**Floorplan with the power grid**

(6 px per µm) Pins as bars on the die edge.
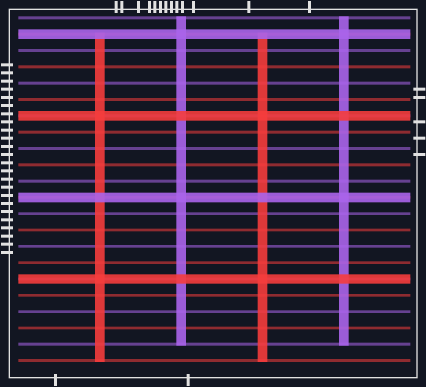
**Clock nets**

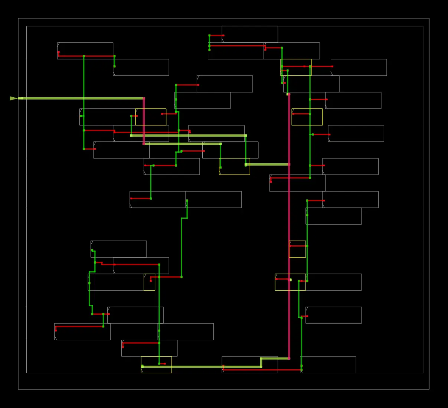
**Cell area per tile**

(6 px per µm) The die is cut into 7 by 6 equal tiles; black is low, pale yellow is high, 0 to 100% covered.
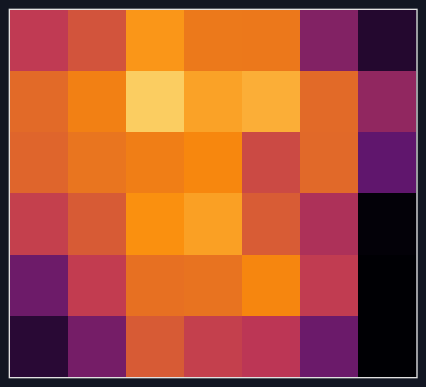
**Metal 2**

(6 px per µm)
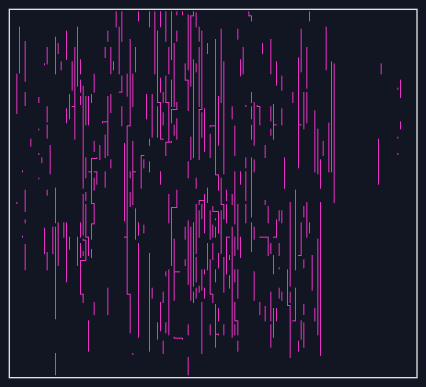
**src/rtl/latch_bank_write_arbiter.sv**
```systemverilog
// Two-requester write controller for a DEPTH-word bank of enable-gated latches.
// Each write runs SETUP -> PULSE -> HOLD -> ACK. Define FIXED_PRIORITY_EN for req0-always-wins arbitration.
module latch_bank_write_arbiter #(
  parameter int WIDTH     = 8,
  parameter int DEPTH     = 6,
  parameter int ADDR_W    = 3,
  parameter int SETUP_CYC = 1,
  parameter int PULSE_CYC = 2,
  parameter int HOLD_CYC  = 1
) (
  input  logic              clock,
  input  logic              resetN,
  input  logic              req0,
  input  logic [ADDR_W-1:0] addr0,
  input  logic [WIDTH-1:0]  data0,
  input  logic              req1,
  input  logic [ADDR_W-1:0] addr1,
  input  logic [WIDTH-1:0]  data1,
  output logic              ack0,
  output logic              ack1,
  output logic              err,
  output logic [WIDTH-1:0]  latchData,
  output logic [DEPTH-1:0]  latchEnable,
  output logic              busy
);

  typedef enum logic [2:0] {IDLE, SETUP, PULSE, HOLD, ACK} state_e;

  localparam logic [7:0]      SETUP_LD = 8'(SETUP_CYC - 1);
  localparam logic [7:0]      PULSE_LD = 8'(PULSE_CYC - 1);
  localparam logic [7:0]      HOLD_LD  = 8'(HOLD_CYC - 1);
  localparam logic [ADDR_W:0] DEPTH_W  = (ADDR_W + 1)'(DEPTH);

  state_e              state_q, state_d;
  logic [7:0]          phase_q, phase_d;
  logic [ADDR_W-1:0]   addr_q;
  logic                gnt1_q;
  logic                grant;
  logic                pick1;
  logic                addr_bad;
  logic [DEPTH-1:0]    en_onehot;
  logic                ack0_q, ack1_q, err_q, busy_q;
  logic [WIDTH-1:0]    latch_data_q;
  logic [DEPTH-1:0]    latch_en_q;

  assign grant = (state_q == IDLE) && (req0 || req1);

`ifdef FIXED_PRIORITY_EN
  assign pick1 = req1 && !req0;
`else
  // prio1_q set means requester 1 wins the next tie (requester 0 was granted last).
  logic prio1_q;

  always_ff @(posedge clock or negedge resetN) begin
    if (!resetN) begin
      prio1_q <= 1'b0;
    end else if (grant) begin
      prio1_q <= !pick1;
    end
  end

  assign pick1 = req1 && (!req0 || prio1_q);
`endif

  assign addr_bad = ({1'b0, addr_q} >= DEPTH_W);

  for (genvar gi = 0; gi < DEPTH; gi++) begin : g_en
    localparam logic [ADDR_W:0] IDX = (ADDR_W + 1)'(gi);
    assign en_onehot[gi] = ({1'b0, addr_q} == IDX);
  end

  always_ff @(posedge clock or negedge resetN) begin
    if (!resetN) begin
      state_q <= IDLE;
      phase_q <= 8'd0;
    end else begin
      state_q <= state_d;
      phase_q <= phase_d;
    end
  end

  always_comb begin
    state_d = state_q;
    phase_d = phase_q;
    case (state_q)
      IDLE: begin
        if (grant) begin
          state_d = SETUP;
          phase_d = SETUP_LD;
        end
      end
      SETUP: begin
        if (phase_q == 8'd0) begin
          state_d = PULSE;
          phase_d = PULSE_LD;
        end else begin
          phase_d = phase_q - 8'd1;
        end
      end
      PULSE: begin
        if (phase_q == 8'd0) begin
          state_d = HOLD;
          phase_d = HOLD_LD;
        end else begin
          phase_d = phase_q - 8'd1;
        end
      end
      HOLD: begin
        if (phase_q == 8'd0) begin
          state_d = ACK;
        end else begin
          phase_d = phase_q - 8'd1;
        end
      end
      ACK:     state_d = IDLE;
      default: state_d = IDLE;
    endcase
  end

  // latch_data_q doubles as the holding data register: it only changes on the grant edge.
  always_ff @(posedge clock or negedge resetN) begin
    if (!resetN) begin
      addr_q       <= '0;
      gnt1_q       <= 1'b0;
      latch_data_q <= '0;
    end else if (grant) begin
      addr_q       <= pick1 ? addr1 : addr0;
      gnt1_q       <= pick1;
      latch_data_q <= pick1 ? data1 : data0;
    end
  end

  // Outputs are registered from the next state so they align with the state they describe.
  always_ff @(posedge clock or negedge resetN) begin
    if (!resetN) begin
      ack0_q     <= 1'b0;
      ack1_q     <= 1'b0;
      err_q      <= 1'b0;
      busy_q     <= 1'b0;
      latch_en_q <= '0;
    end else begin
      ack0_q     <= (state_d == ACK) && !gnt1_q;
      ack1_q     <= (state_d == ACK) && gnt1_q;
      err_q      <= (state_d == ACK) && addr_bad;
      busy_q     <= (state_d != IDLE);
      latch_en_q <= (state_d == PULSE) ? en_onehot : '0;
    end
  end

  assign ack0        = ack0_q;
  assign ack1        = ack1_q;
  assign err         = err_q;
  assign busy        = busy_q;
  assign latchData   = latch_data_q;
  assign latchEnable = latch_en_q;

endmodule

```
**config.mk**
```make
export PLATFORM = sky130hd
export DESIGN_NAME = latch_bank_write_arbiter
export DESIGN_NICKNAME = d
export VERILOG_FILES = /design/src/rtl/latch_bank_write_arbiter.sv
export SDC_FILE = /design/constraint.sdc
export NUM_CORES = 1
export LEC_CHECK = 0
export ABC_AREA = 1
export CAP_MARGIN = 0
export CORE_ASPECT_RATIO = 0.9
export CORE_UTILIZATION = 44
export CTS_CLUSTER_DIAMETER = 100
export DETAILED_ROUTE_END_ITERATION = 12
export HOLD_SLACK_MARGIN = 0.1
export PLACE_DENSITY = 0.78
export REMOVE_ABC_BUFFERS = 1
export SKIP_CTS_REPAIR_TIMING = 1
export SYNTH_ARGS = -nofsm -noshare
export SYNTH_HDL_FRONTEND = slang
export SYNTH_SLANG_ARGS = --single-unit
```
**constraint.sdc**
```tcl
create_clock -name clock -period 2.8 [get_ports clock]
set_input_delay 0.56 -clock clock [delete_from_list [all_inputs] [get_ports clock]]
set_output_delay 0.56 -clock clock [all_outputs]
set_load 0.05 [all_outputs]
```
==> impl_report.txt <==
FLOW METRICS REPORT
----------------------------------------------------
[Status]
  Result of the run ........................ finished, final reports clean

[Setup path]
  CP Cell Sequence ........................ clkdlybuf4s50_1
  Critical Path Start ........................ latchData[4]
  Worst setup SP type ........................ flop
  Critical path's top delay family ........................ buffers and inverters
  Number of buffers and inverters on the critical path ........................ 1
  Data required, critical path ........................ around 2200 ps
  Endpoint class of the critical path ........................ primary output
  Peak per-stage delay on the critical path ........................ ~800 ps
  Maximum fanout count along the critical path ........................ 2
  Worst Path Arrival ........................ around 1500 ps
  Path type of the worst setup path ........................ flop to primary output
  Slowest cell on the critical path ........................ sky130_fd_sc_hd__clkdlybuf4s50_1
  Reg-to-reg critical path startpoint ........................ phase_q[0]

[Run]
  Maximum capacitance violations ........................ 0
  Stage-log warning count ........................ 26

[Detailed routing]
  Post-detailed-route count of antenna-violating nets ........................ 0
  Pre-Repair DR Iteration Count ........................ 4
  Via-to-Cell Ratio ........................ about 4.9
  Drt drc ........................ 0
  Routed wirelength normalized by instance count ........................ 11.53 µm
  Number of design-rule violations left by the first detailed-router iteration ........................ between 60 and 70

[Placement]
  Final HPWL from detailed placement ........................ roughly 2.5 mm
  Number of buffers added on ports ........................ ~43
  Weighted congestion at the end of routability-driven global placement ........................ about 0.83

[Logic synthesis]
  # Cells Yosys ........................ 200
  Number of unique standard cell types used by synthesis ........................ 24
  Area of the mapped netlist ........................ 0.001710 mm²
  Simple Share, Synth ........................ 0.3416
  XORs/XNORs by Area ........................ 0.02048
  Proportion of netlist area held by the largest area contributor ........................ 0.4974
  Cell types with the largest area share after synthesis ........................ sky130_fd_sc_hd__dfrtp_1 50%, sky130_fd_sc_hd__nand2_1 13%, sky130_fd_sc_hd__nand3_1 9.7%
  Chip area in the Yosys report ........................ around 0.0017 mm²
  AO/OA Area Share ........................ 0.06145
  Synth logic family ........................ simple AND/OR/NAND/NOR gates
  Number of register bits inferred by synthesis ........................ 34
  Cell type with the largest total area after synthesis ........................ sky130_fd_sc_hd__dfrtp_1
  Most used standard cell by instance count after synthesis ........................ sky130_fd_sc_hd__nand2_1
  Fraction of registers with async set or reset after synthesis ........................ 1.000
  Post-Syn Instances ........................ 200
  Yosys warns ........................ 0
  Flip-flops with a built-in enable ........................ 0
  Post-Synthesis Mean Instance Area ........................ ~8.6 µm²
  Primary FF master, synth ........................ sky130_fd_sc_hd__dfrtp_1
  Part of the Yosys area used for sequential elements ........................ 0.4974
  Most numerous cell types in the synthesized netlist ........................ 58 x sky130_fd_sc_hd__nand2_1, 34 x sky130_fd_sc_hd__dfrtp_1, 33 x sky130_fd_sc_hd__nand3_1
  Share of synthesized area spent on multiplexers ........................ 0
  Synth Area in Adders ........................ 0.01463

[Timing]
  Setup repair after global routing missed its margin ........................ false
  Transition at the pin with the smallest max-transition slack ........................ 636.9 ps
  Final setup vio count ........................ 0
  Final setup TNS ........................ 0 ps
  Final Hold Fails ........................ 0
  Final critical-path share of the clock period ........................ 0.7285
  Worst clock skew ........................ roughly 7.2 ps
  Relative slew margins ........................ 0.5754
  Maximum operating frequency ........................ around 490 MHz
  Final worst path period need ........................ approximately 2000 ps
  Final max-slew violation count ........................ 0

[Floorplanning]
  Row count ........................ 21
  Io pins ........................ 44
  Chip area ........................ 0.004141 mm²

[Worst hold path]
  Min-Delay Path Class ........................ flop to flop
  Start point of the worst hold path ........................ gnt1_q

[Global routing]
  Vias in the first global route ........................ ~1300
  Total gr overflow ........................ 0
  Global-route wire length before repair ........................ 5.775 mm
  Maximum number of pins on one net before global-route repair ........................ 35
  Initial antenna violation count ........................ 0
  Total global routing track utilization ........................ 0.1956

[Power]
  Power per cell area ........................ between 400 and 500 mW/mm²
  Post-route total power ........................ between 0.9 and 1 mW
  VDD IR-drop max ........................ 0.2471 mV
  Leakage dissipation ........................ 1.059 nW

[Finish]
  Area Growth Syn to Fin ........................ 32.26%
  Total Nets Final ........................ roughly 280
  Number of antenna diodes ........................ 0
  Layout cells sized above 1 ........................ 0.1169

[Clocking]
  TritonCTS clock tree ........................ done
  Insertion Delay late pin ........................ between 200 and 300 ps
  Number of H-tree levels ........................ 2
  Clk root buf ........................ sky130_fd_sc_hd__clkbuf_8
  Deepest clock path buffer count ........................ 2
  Clock input transition at the sequential cells of the worst setup and hold paths ........................ 70 ps

----------------------------------------------------
## Picture notes: 'floorplan with the power grid'
- red: VSS
- purple: VDD
- met1 rails: 22
- signal pins: 44
Die Wd: 67.72 µm
core region area: 0.003731 mm²

## Picture notes: 'clock nets'
CTS Buf Count: 5
P_clk: 0.379 mW
clk sink count: 34

## Picture notes: 'cell area per tile'
- fullest tile: 89%
- nearly empty tiles: 7.1%
- tiles over 75% full: 14%
- emptiest ninth of the die: lower right
- densest ninth of the die: top centre
- mean over tiles: 53%
starting utilization of the core area: 0.4584
utilization after layout: 0.6063

## Picture notes: 'metal 2'
- nets with wire on the layer: 211
- longest straight run: 28.0 µm
- wire length on this layer: 1470 µm
met2 usage: 0.2716
total via count in the routed design: 1437
aggregate routed wire length: 3.390 mm

==> layout make-up <==
type | count | area (µm²)
clock buffers | 6 | 82.58
clock inverters | 2 | 12.51
fillers | 337 | 1469
inverters | 19 | 71.32
multi-input cells | 143 | 749.5
flip-flops and latches | 34 | 850.8
well taps | 46 | 57.56
repair buffers | 44 | 437.9
==> where the power goes <==
group          internal [mW]  leakage, nW  total (mW)  switching, mW
sequential             0.491        0.423       0.491              0
combinational         0.0315        0.588      0.0496         0.0181
clock                  0.197       0.0472       0.379          0.182
total                  0.720         1.06       0.920          0.200
==> per-layer routing <==
layer,share of wire,wire length (µm),global-route usage,vias to the layer above
li1,-,-,-,736
met5,0,0,0,-
met2,0.43,1465,0.2716,41
met1,0.49,1667,0.2744,654
met3,0.060,205,0.07593,6
met4,0.015,51,0.07295,0
==> worst register-to-register path, stage by stage (launching register included) <==
cell	delay, ps
sky130_fd_sc_hd__dfrtp_1	430
sky130_fd_sc_hd__inv_1	120
sky130_fd_sc_hd__ha_1	190
sky130_fd_sc_hd__nand2_1	60
sky130_fd_sc_hd__nor2_1	290
sky130_fd_sc_hd__nand2_4	110
sky130_fd_sc_hd__o211ai_1	220
sky130_fd_sc_hd__o21ai_0	180
==> flip-flops by register name (all words and copies together) (netlist names) <==
| signal | cells |
|---|---|
| latchData | 8 |
| phase_q | 8 |
| latchEnable | 6 |
| addr_q | 3 |
| state_q | 3 |
| ack0 | 1 |
| ack1 | 1 |
| busy | 1 |
| err | 1 |
| gnt1_q | 1 |
| prio1_q | 1 |
==> per-stage QoR <==
step	worst slack (ps)	cell area, µm²	hold slack, ps	instances	util
after CTS	755.4	2262	428.4	294	0.6063
after global placement	643.4	2167	412.0	286	0.5808
after detailed placement	588.7	2167	414.8	286	0.5808
final	760.3	2262	429.7	294	0.6063
after global routing	707.9	2262	444.7	294	0.6063
after floorplan	1312	1672	264.4	196	-
==> worst paths after layout <==
kind	end	slack (ps)	cells after the start
worst max-delay path	latchData[4]	760	1
worst min-delay path	ack0	430	1
worst max register to register	phase_q[6]	1070	7
worst min register to register	ack0	430	1
max in group asynchronous	phase_q[4]	1830	2
min in group asynchronous	prio1_q	660	2
==> cell families after synthesis <==
group / after synthesis
AOI/OAI and AO/OA: 16
adders and majority gates: 2
buffers and inverters: 23
xor gates and xnor gates: 4
DFF: 34
and+or+nand+nor: 121
==> layout by cell type, fill, tap and decap left out, drive strengths merged <==
cell type,n
nand2,60
clkdlybuf4s50,43
nand3,35
dfrtp,34
inv,19
nor2,17
o21ai,11
nor3,9
clkbuf,6
o211ai,3
xor2,3
ha,2
a21oi,1
o21bai,1
xnor2,1
clkinv,1
clkinvlp,1
buf,1
No activity file was given, so power comes from the tool's default toggle rates.
